### src/rtl/iroh_pkg.sv
// Shared Iroh definitions: loader FSM states, bus widths and the CPU opcode set.
package iroh_pkg;

    localparam int ADDR_W = 8;
    localparam int WORD_W = 16;

    localparam logic [3:0] MOV = 4'b0000;
    localparam logic [3:0] JMP = 4'b0001;
    localparam logic [3:0] JEZ = 4'b0010;
    localparam logic [3:0] ADD = 4'b1000;
    localparam logic [3:0] SUB = 4'b1001;

    typedef enum logic [2:0] {
        COUNT,
        HI,
        LO,
        WRITE,
        CHECK,
        RUN,
        ERROR
    } load_state_t;

endpackage

### src/rtl/iroh_word_assembler.sv
// Pairs a high byte with the following low byte into one instruction word.
// The word is presented combinationally with the low byte so the loader can register it on the same edge.
module iroh_word_assembler
    import iroh_pkg::*;
(
    input  logic              clk,
    input  logic              rst,
    input  logic              i_hi_we,
    input  logic              i_lo_we,
    input  logic [7:0]        i_byte,
    output logic [WORD_W-1:0] o_word,
    output logic              o_word_valid
);

    logic [7:0] r_hi;

    // Clearing on reset drops any half-received word.
    always_ff @(posedge clk) begin
        if (rst)
            r_hi <= 8'h00;
        else if (i_hi_we)
            r_hi <= i_byte;
    end

    assign o_word       = {r_hi, i_byte};
    assign o_word_valid = i_lo_we;

endmodule

### src/rtl/iroh_boot_loader.sv
// Iroh boot loader: streams count + words into CPU memory, then releases cpu_rst.
// Define IROH_BOOT_CHECKSUM_EN to require a trailer byte making the 8-bit stream sum zero.
module iroh_boot_loader
    import iroh_pkg::*;
#(
    parameter logic [ADDR_W-1:0] LOAD_BASE  = 8'h00,
    parameter int                WRITE_HOLD = 1
) (
    input  logic              clk,
    input  logic              rst,
    input  logic              in_valid,
    input  logic [7:0]        in_data,
    output logic              in_ready,
    output logic [ADDR_W-1:0] mem_addr,
    output logic              mem_en,
    output logic              mem_wen,
    output logic [WORD_W-1:0] mem_wdata,
    output logic              cpu_rst,
    output logic              done,
    output logic              error
);

    localparam logic [3:0] HOLD_LAST = 4'(WRITE_HOLD - 1);
`ifdef IROH_BOOT_CHECKSUM_EN
    localparam load_state_t AFTER_LAST = CHECK;
`else
    localparam load_state_t AFTER_LAST = RUN;
`endif

    load_state_t       r_state, w_state_nxt;
    logic              r_in_ready;
    logic [ADDR_W-1:0] r_mem_addr;
    logic              r_mem_wr;
    logic [WORD_W-1:0] r_mem_wdata;
    logic              r_cpu_rst;
    logic              r_done;
    logic [8:0]        r_remaining;
    logic [3:0]        r_hold;

    logic              w_xfer;
    logic              w_write_end;
    logic [WORD_W-1:0] w_word;
    logic              w_word_valid;
    logic [7:0]        w_sum_nxt;

    assign w_xfer      = in_valid && r_in_ready;
    assign w_write_end = (r_state == WRITE) && (r_hold == 4'd0);

    iroh_word_assembler u_asm (
        .clk          (clk),
        .rst          (rst),
        .i_hi_we      ((r_state == HI) && w_xfer),
        .i_lo_we      ((r_state == LO) && w_xfer),
        .i_byte       (in_data),
        .o_word       (w_word),
        .o_word_valid (w_word_valid)
    );

`ifdef IROH_BOOT_CHECKSUM_EN
    logic [7:0] r_sum;
    logic       r_error;

    assign w_sum_nxt = r_sum + in_data;

    always_ff @(posedge clk) begin
        if (rst) begin
            r_sum   <= 8'h00;
            r_error <= 1'b0;
        end else begin
            if (w_xfer)
                r_sum <= w_sum_nxt;
            r_error <= (w_state_nxt == ERROR);
        end
    end

    assign error = r_error;
`else
    assign w_sum_nxt = 8'h00;
    assign error     = 1'b0;
`endif

    always_ff @(posedge clk) begin
        if (rst)
            r_state <= COUNT;
        else
            r_state <= w_state_nxt;
    end

    always_comb begin
        w_state_nxt = r_state;
        case (r_state)
            COUNT:   if (w_xfer) w_state_nxt = HI;
            HI:      if (w_xfer) w_state_nxt = LO;
            LO:      if (w_xfer) w_state_nxt = WRITE;
            WRITE:   if (w_write_end) w_state_nxt = (r_remaining == 9'd1) ? AFTER_LAST : HI;
            CHECK:   if (w_xfer) w_state_nxt = (w_sum_nxt == 8'h00) ? RUN : ERROR;
            RUN:     w_state_nxt = RUN;
            ERROR:   w_state_nxt = ERROR;
            default: w_state_nxt = COUNT;
        endcase
    end

    // Handshake and CPU-control outputs are registered from the next state so they line up with it.
    always_ff @(posedge clk) begin
        if (rst) begin
            r_in_ready  <= 1'b0;
            r_mem_addr  <= LOAD_BASE;
            r_mem_wr    <= 1'b0;
            r_mem_wdata <= '0;
            r_cpu_rst   <= 1'b1;
            r_done      <= 1'b0;
            r_remaining <= 9'd0;
            r_hold      <= 4'd0;
        end else begin
            r_in_ready <= (w_state_nxt inside {COUNT, HI, LO, CHECK});
            r_cpu_rst  <= (w_state_nxt != RUN);
            r_done     <= (w_state_nxt == RUN);
            if ((r_state == COUNT) && w_xfer)
                r_remaining <= (in_data == 8'h00) ? 9'd256 : {1'b0, in_data};
            if (w_word_valid) begin
                r_mem_wr    <= 1'b1;
                r_mem_wdata <= w_word;
                r_hold      <= HOLD_LAST;
            end else if (w_write_end) begin
                r_mem_wr    <= 1'b0;
                r_mem_addr  <= r_mem_addr + 1'b1;
                r_remaining <= r_remaining - 1'b1;
            end else if (r_state == WRITE) begin
                r_hold <= r_hold - 1'b1;
            end
        end
    end

    assign in_ready  = r_in_ready;
    assign mem_addr  = r_mem_addr;
    assign mem_en    = r_mem_wr;
    assign mem_wen   = r_mem_wr;
    assign mem_wdata = r_mem_wdata;
    assign cpu_rst   = r_cpu_rst;
    assign done      = r_done;

endmodule

### config.mk
export PLATFORM = sky130hd
export DESIGN_NAME = iroh_boot_loader
export DESIGN_NICKNAME = d
export VERILOG_FILES = /design/src/rtl/iroh_pkg.sv /design/src/rtl/iroh_word_assembler.sv /design/src/rtl/iroh_boot_loader.sv
export SDC_FILE = /design/constraint.sdc
export NUM_CORES = 1
export LEC_CHECK = 0
export CAP_MARGIN = 20
export CORE_ASPECT_RATIO = 1.25
export CORE_MARGIN = 2
export CORE_UTILIZATION = 45
export CTS_CLUSTER_SIZE = 20
export DETAILED_ROUTE_END_ITERATION = 8
export PLACE_DENSITY = 0.7
export SLEW_MARGIN = 10
export SYNTH_ARGS = -nofsm -noshare
export SYNTH_HDL_FRONTEND = slang
export SYNTH_SLANG_ARGS = --single-unit
### constraint.sdc
create_clock -name clk -period 4.9 [get_ports clk]
set_input_delay 1.47 -clock clk [delete_from_list [all_inputs] [get_ports clk]]
set_output_delay 1.47 -clock clk [all_outputs]
set_load 0.02 [all_outputs]
==> summary.txt, run 1 <==
yosys + openroad results -> yosys stat area=0.002315 mm², busiest grt layer=met2, DRC Markers=0, critical path launch point=rst, RR Endpoint=r_remaining[5], number of cells in Yosys stat=roughly 270, FP Rows=29, register area=0.001041 mm², clock buffer count=5, highest-power group=sequential cells, non-clock buffer share of cell area=14.49%, seq pwr=0.000437 W, and+or+nand+nor area frac=25.46%, outcome=complete, no violations, yosys xor share=around 3%, met2 wire len=2589 µm, Top Layer Used=met4, met2 GRT Util=about a third, register share of total power=58.7%, Buf+Inv Stages, Crit Path=2, AND-OR/OR-AND Cells, Area Fraction=13.78%, top cells by count, synth=52 x dfxtp_1, 44 x nand2_1, 23 x nor2_1, 22 x a21oi_1, 11 x nor3_1, dominant logic cell types in the final layout=52 x dfxtp_1, 44 x nand2_1, 39 x clkdlybuf4s50_1, Levels on crit path=4, # setup viols final=0, cell type with the largest total area=dfxtp_1, DP Worst Slack=1609 ps, Die Span Y=84.19 µm, Detailed Place HPWL=3689 µm, Post-synth EDFFs=0, Synth mux share=4.378%, CTS tree=yes, critical path's slowest cell=clkdlybuf4s50_1, # fillers=461, Log Warnings=28, launching point of the worst reg2reg path=r_hold[0], fp_density=46.23%, mi-comb count=194, Critical Path Sink=r_state[2], vias in the first global route=1888, final worst-path setup slack=around 1900 ps, Finished Layout Cells=365, share of cells above drive strength 1=under 10%, GPL Wtd Cong=roughly 0.83, met3 usage=under 10%, Worst Path Required=5110 ps, most frequent cell after synthesis=dfxtp_1, number of gates resized after cts=0, GRT Total Usage=roughly a fifth, placed cell areas=approximately 0.0027 mm², commonest non-fill, non-tap cell in the layout=dfxtp_1, Comb. pwr=a little under 0.00006 W, crit-path max FO=23, first-pass GRT wire length=8859 µm, Primary FF master, synth=dfxtp_1, Hold Crit Start=mem_wdata[7], Max-area cell share=roughly 45%, PwrDens=266.1 mW/mm², flop share of the area=37.21%, Die Width=68.15 µm, Design Power=0.0007444 W, clk_skew=between 7 and 8 ps, Layout clock area frac=approximately 3.3%, worst slew pin tran=829.7 ps, Distinct lib cells used=51, CP Data Arrival Time=3160 ps, Mapped Area=0.002315 mm², RSZ-0062 raised after global routing=false, Logic inverters=8, cell family with most CP delay=buffers and inverters, flop count=52, DIE AREA=0.005737 mm², grt total ovfl=0, Post-synth ARST share=0%, slowest stage delay, CP=1010 ps, met1 Track Usage GR=25.27%, YS warnings=0, Post-CTS Hold Fix Bufs=0, final non-filler cell area=0.002798 mm², post-layout util=55.87%, met3 routed WL=178 µm, clk buf depth=2, logic share of the area=41.14%, max-cap violation count=0, io pins=41, Top class by area=logic gates, core area=~0.0050 mm², Clk power=0.000248 W, DRT Pass-1 Iters=4, Routed Antenna Nets=0, clk latency late pin=310 ps, Via-to-Cell Ratio=5.504, fin crit share=between 60 and 70%, fmax=338.9 MHz, synth top area cells=dfxtp_1 45%, nand2_1 7.1%, a21oi_1 4.8%, Post-Place Cells=357, Gate Area=between 0.001 and 0.0015 mm², initial antenna violation count=0, area delta synth->final=20.86%, Worst-path clk slew=100 ps, routed length per instance=roughly 14 µm, Hold WS=457.8 ps, Logic family by area=simple AND/OR/NAND/NOR gates, Leakage=1.005 nW, CP Launch Type=primary input, Final #Nets=318, internal power=0.0005546 W, WL met1=2353 µm, cts bufs inserted=5, post-synthesis area per instance=8.510 µm², Pins Over Slew Limit=0, CTS Root Cell=clkbuf_8, element type at the critical path end=register, reg-to-reg slack, setup=roughly 2700 ps, max FFs per register=16, switching share of total power=25.49%, CTS Sinks=around 52, Clock power frac=33.3%, H-tree depth=2, first-iteration detailed-routing DRC count=77, Seq cells post-synth=52, Comb pwr share=under 10%, Mapped Cells=272, Net Count, Synth=288, Hold WC Path Type=register to register, Hold Path Sink=mem_wdata[7], Final Hold Fails=0, P_sw=0.0001898 W, Synth Seq Share=44.97%, Fin Setup TNS=0 ps, hold path depth=2, Register-to-Register Path Depth=6, Setup Buffers After CTS=0, # Taps=62, nonclk buf count=41
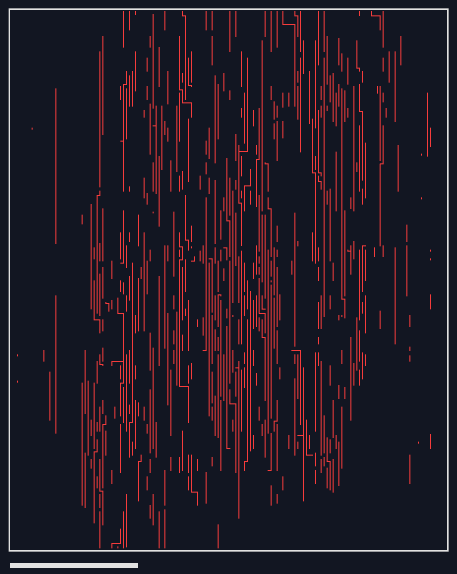
*Signal wires on met2, run 1*
Scale bar: 20 µm.
- nets with wire on the layer: 262
- share of all routed wire: 50%
- longest straight run: 40.3 µm
- wire length on this layer: 2590 µm
- main direction: vertical

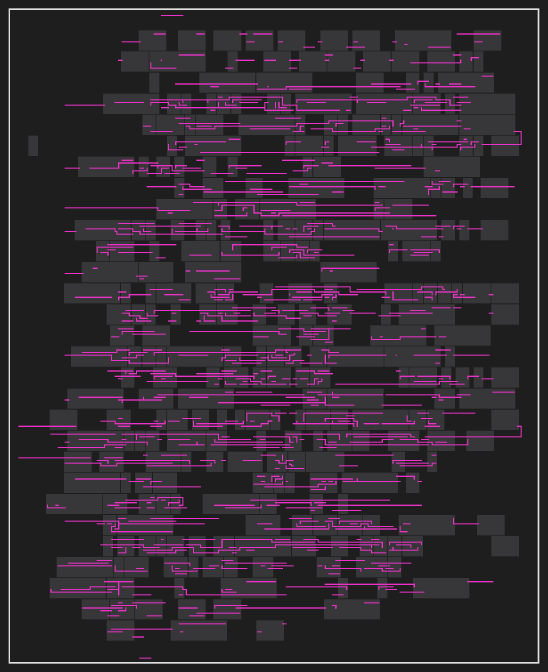
*Met1 routing, run 1*
Cells faint in the background.
- main direction: horizontal
- share of all routed wire: 45%
- longest straight run: 23.0 µm
- nets with wire on the layer: 285
- wire length on this layer: 2350 µm

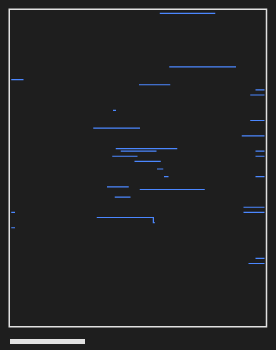
*Met3 routing, run 1*
Scale bar: 20 µm.
- share of all routed wire: 3.4%
- nets with wire on the layer: 25
- longest straight run: 17.5 µm
- wire length on this layer: 178 µm
vias: 2009
DRT Wirelength: 5195 µm

### Routed metal per tile, run 1

Scale bar: 20 µm. The die is cut into 14 by 17 equal tiles; dark purple is low, yellow is high, scaled to the fullest tile. Values are wire area over tile area, all layers added.
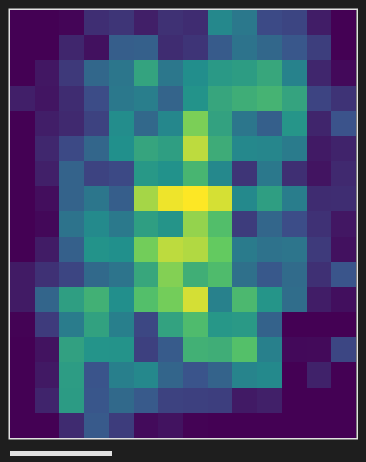

==> run 2, diff against run 1 <==
--- a/config.mk
+++ b/config.mk
@@ -11,7 +11,7 @@
 export CORE_UTILIZATION = 45
 export CTS_CLUSTER_SIZE = 20
 export DETAILED_ROUTE_END_ITERATION = 8
-export PLACE_DENSITY = 0.7
+export PLACE_DENSITY = 0.73
 export SLEW_MARGIN = 10
 export SYNTH_ARGS = -nofsm -noshare
 export SYNTH_HDL_FRONTEND = slang
==> constraint.sdc (replaced) <==
create_clock -name clk -period 2.58 [get_ports clk]
set_input_delay 0.774 -clock clk [delete_from_list [all_inputs] [get_ports clk]]
set_output_delay 0.774 -clock clk [all_outputs]
set_load 0.02 [all_outputs]
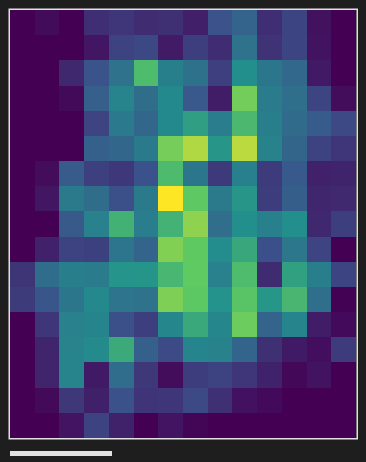
*Routed metal per tile, run 2*
Scale bar: 20 µm. The die is cut into 14 by 17 equal tiles; dark purple is low, yellow is high, scaled to the fullest tile. Values are wire area over tile area, all layers added.
- nearly empty tiles: 18%
- densest ninth of the die: middle
- fullest tile: 0.53

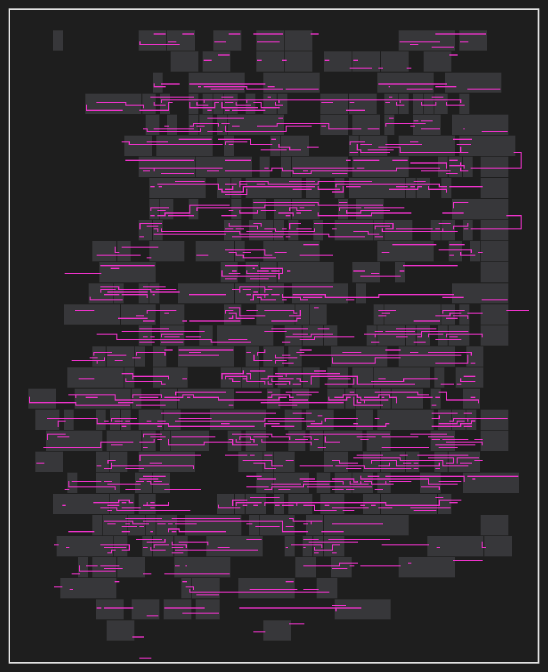
*Met1 routing, run 2*
Cells faint in the background.
- longest straight run: 38.6 µm
- nets with wire on the layer: 290
met1 Track Usage GR: 24.43%
vias: 1988
DRT Wirelength: 5220 µm

==> run 2 against run 1 <==
Effect of this change:
- sequential share of layout area decreased by 0.38 points
- first-iteration DRC count increased by 91%
- die size unchanged
- worst setup slack got worse by 1500 ps
- sequential cell count unchanged
- largest cell class unchanged
- highest routed layer unchanged
==> summary.txt, run 2 <==
yosys + openroad results -> clock buffer count=5, number of gates resized after cts=0, initial antenna violation count=0, seq pwr=0.000829 W, Distinct lib cells used=51, Post-synth EDFFs=0, cell type with the largest total area=dfxtp_1, PwrDens=between 500 and 600 mW/mm², crit-path max FO=5, launching point of the worst reg2reg path=r_hold[0], Comb. pwr=0.000116 W, post-layout util=around 56%, Post-synth ARST share=0%, CTS tree=yes, Hold Crit Start=mem_wdata[12], IO buf count=39, vias in the first global route=approximately 1900, fp_density=46.23%, Top class by area=logic gates, met2 wire len=2672 µm, final worst-path setup slack=473.6 ps, top cells by count, synth=52 x dfxtp_1, 44 x nand2_1, 23 x nor2_1, 22 x a21oi_1, 11 x nor3_1, Logic family by area=simple AND/OR/NAND/NOR gates, Max-area cell share=44.97%, and+or+nand+nor area frac=25.46%, kind of critical path=register to output pin, Post-CTS Hold Fix Bufs=0, Worst-path clk slew=90 ps, met3 routed WL=approximately 150 µm, # Taps=62, core area=0.005007 mm², busiest grt layer=met2, GRT Total Usage=between 10% and 20%, clk buf depth=2, post-synthesis area per instance=8.510 µm², AND-OR/OR-AND Cells, Area Fraction=13.78%, met3 usage=roughly 3.5%, Post-Place Cells=roughly 360, share of cells above drive strength 1=5.921%, CP cell instances=clkdlybuf4s50_1, DP Worst Slack=around 260 ps, Net Count, Synth=288, routed length per instance=14.26 µm, internal power=0.001142 W, CP Launch Type=register, Die Width=68.15 µm, critical path launch point=mem_addr[2], area delta synth->final=22.11%, worst slew pin tran=530.9 ps, clk latency late pin=300 ps, Synth Seq Share=between 40 and 50%, Top Layer Used=met4, YS warnings=0, io pins=a little over 40, RSZ-0062 raised after global routing=false, yosys stat area=about 0.0023 mm², nonclk buf count=between 40 and 50, cell family with most CP delay=buffers and inverters, Seq cells post-synth=roughly 52, placed cell areas=0.002728 mm², DRT Pass-1 Iters=4, Log Warnings=28, clk_skew=about 8 ps, Via-to-Cell Ratio=roughly 5.4, Mapped Cells=272, Design Power=0.001471 W, register area=0.001041 mm², Fin Setup TNS=0 ps, reg-to-reg slack, setup=500 ps, flop share of the area=36.83%, P_sw=0.0003296 W, final non-filler cell area=0.002826 mm², fin crit share=about four fifths, Detailed Place HPWL=3755 µm, Routed Antenna Nets=0, dominant logic cell types in the final layout=52 x dfxtp_1, 44 x nand2_1, 39 x clkdlybuf4s50_1, Mapped Area=0.002315 mm², Buf+Inv Stages, Crit Path=1, CP Data Arrival Time=~1300 ps, slowest stage delay, CP=630 ps, Layout clock area frac=3.497%, CTS Sinks=about 52, Pins Over Slew Limit=0, Clk power=0.000526 W, # setup viols final=0, Hold WS=458.6 ps, Gate Area=0.001151 mm², mi-comb count=slightly below 200, element type at the critical path end=output pin, Hold WC Path Type=register to register, commonest non-fill, non-tap cell in the layout=dfxtp_1, Logic inverters=8, first-iteration detailed-routing DRC count=147, FP Rows=29, first-pass GRT wire length=8493 µm, number of cells in Yosys stat=272, yosys xor share=~3.0%, register share of total power=56.4%, Clock power frac=35.7%, H-tree depth=2, GPL Wtd Cong=0.8511, Critical Path Sink=mem_addr[2], Synth mux share=4.378%, hold path depth=2, grt total ovfl=0, switching share of total power=22.40%, critical path's slowest cell=clkdlybuf4s50_1, synth top area cells=dfxtp_1 45%, nand2_1 7.1%, a21oi_1 4.8%, Finished Layout Cells=approximately 370, Leakage=between 1 and 1.5 nW, Hold Path Sink=mem_wdata[12], met2 GRT Util=30.89%, DIE AREA=0.005737 mm², Final #Nets=321, max FFs per register=16, cts bufs inserted=5, logic share of the area=40.73%, CTS Root Cell=clkbuf_8, WL met1=2315 µm, Levels on crit path=1, max-cap violation count=0, highest-power group=sequential cells, most frequent cell after synthesis=dfxtp_1, Final Hold Fails=0, RR Endpoint=r_remaining[5], fmax=474.7 MHz, DRC Markers=0, Worst Path Required=1810 ps, flop count=52, outcome=complete, no violations, Die Span Y=84.19 µm, Primary FF master, synth=dfxtp_1, Comb pwr share=7.9%, non-clock buffer share of cell area=15.14%, Register-to-Register Path Depth=6
Power figures rest on the tool's default switching activity, not on a simulated workload.
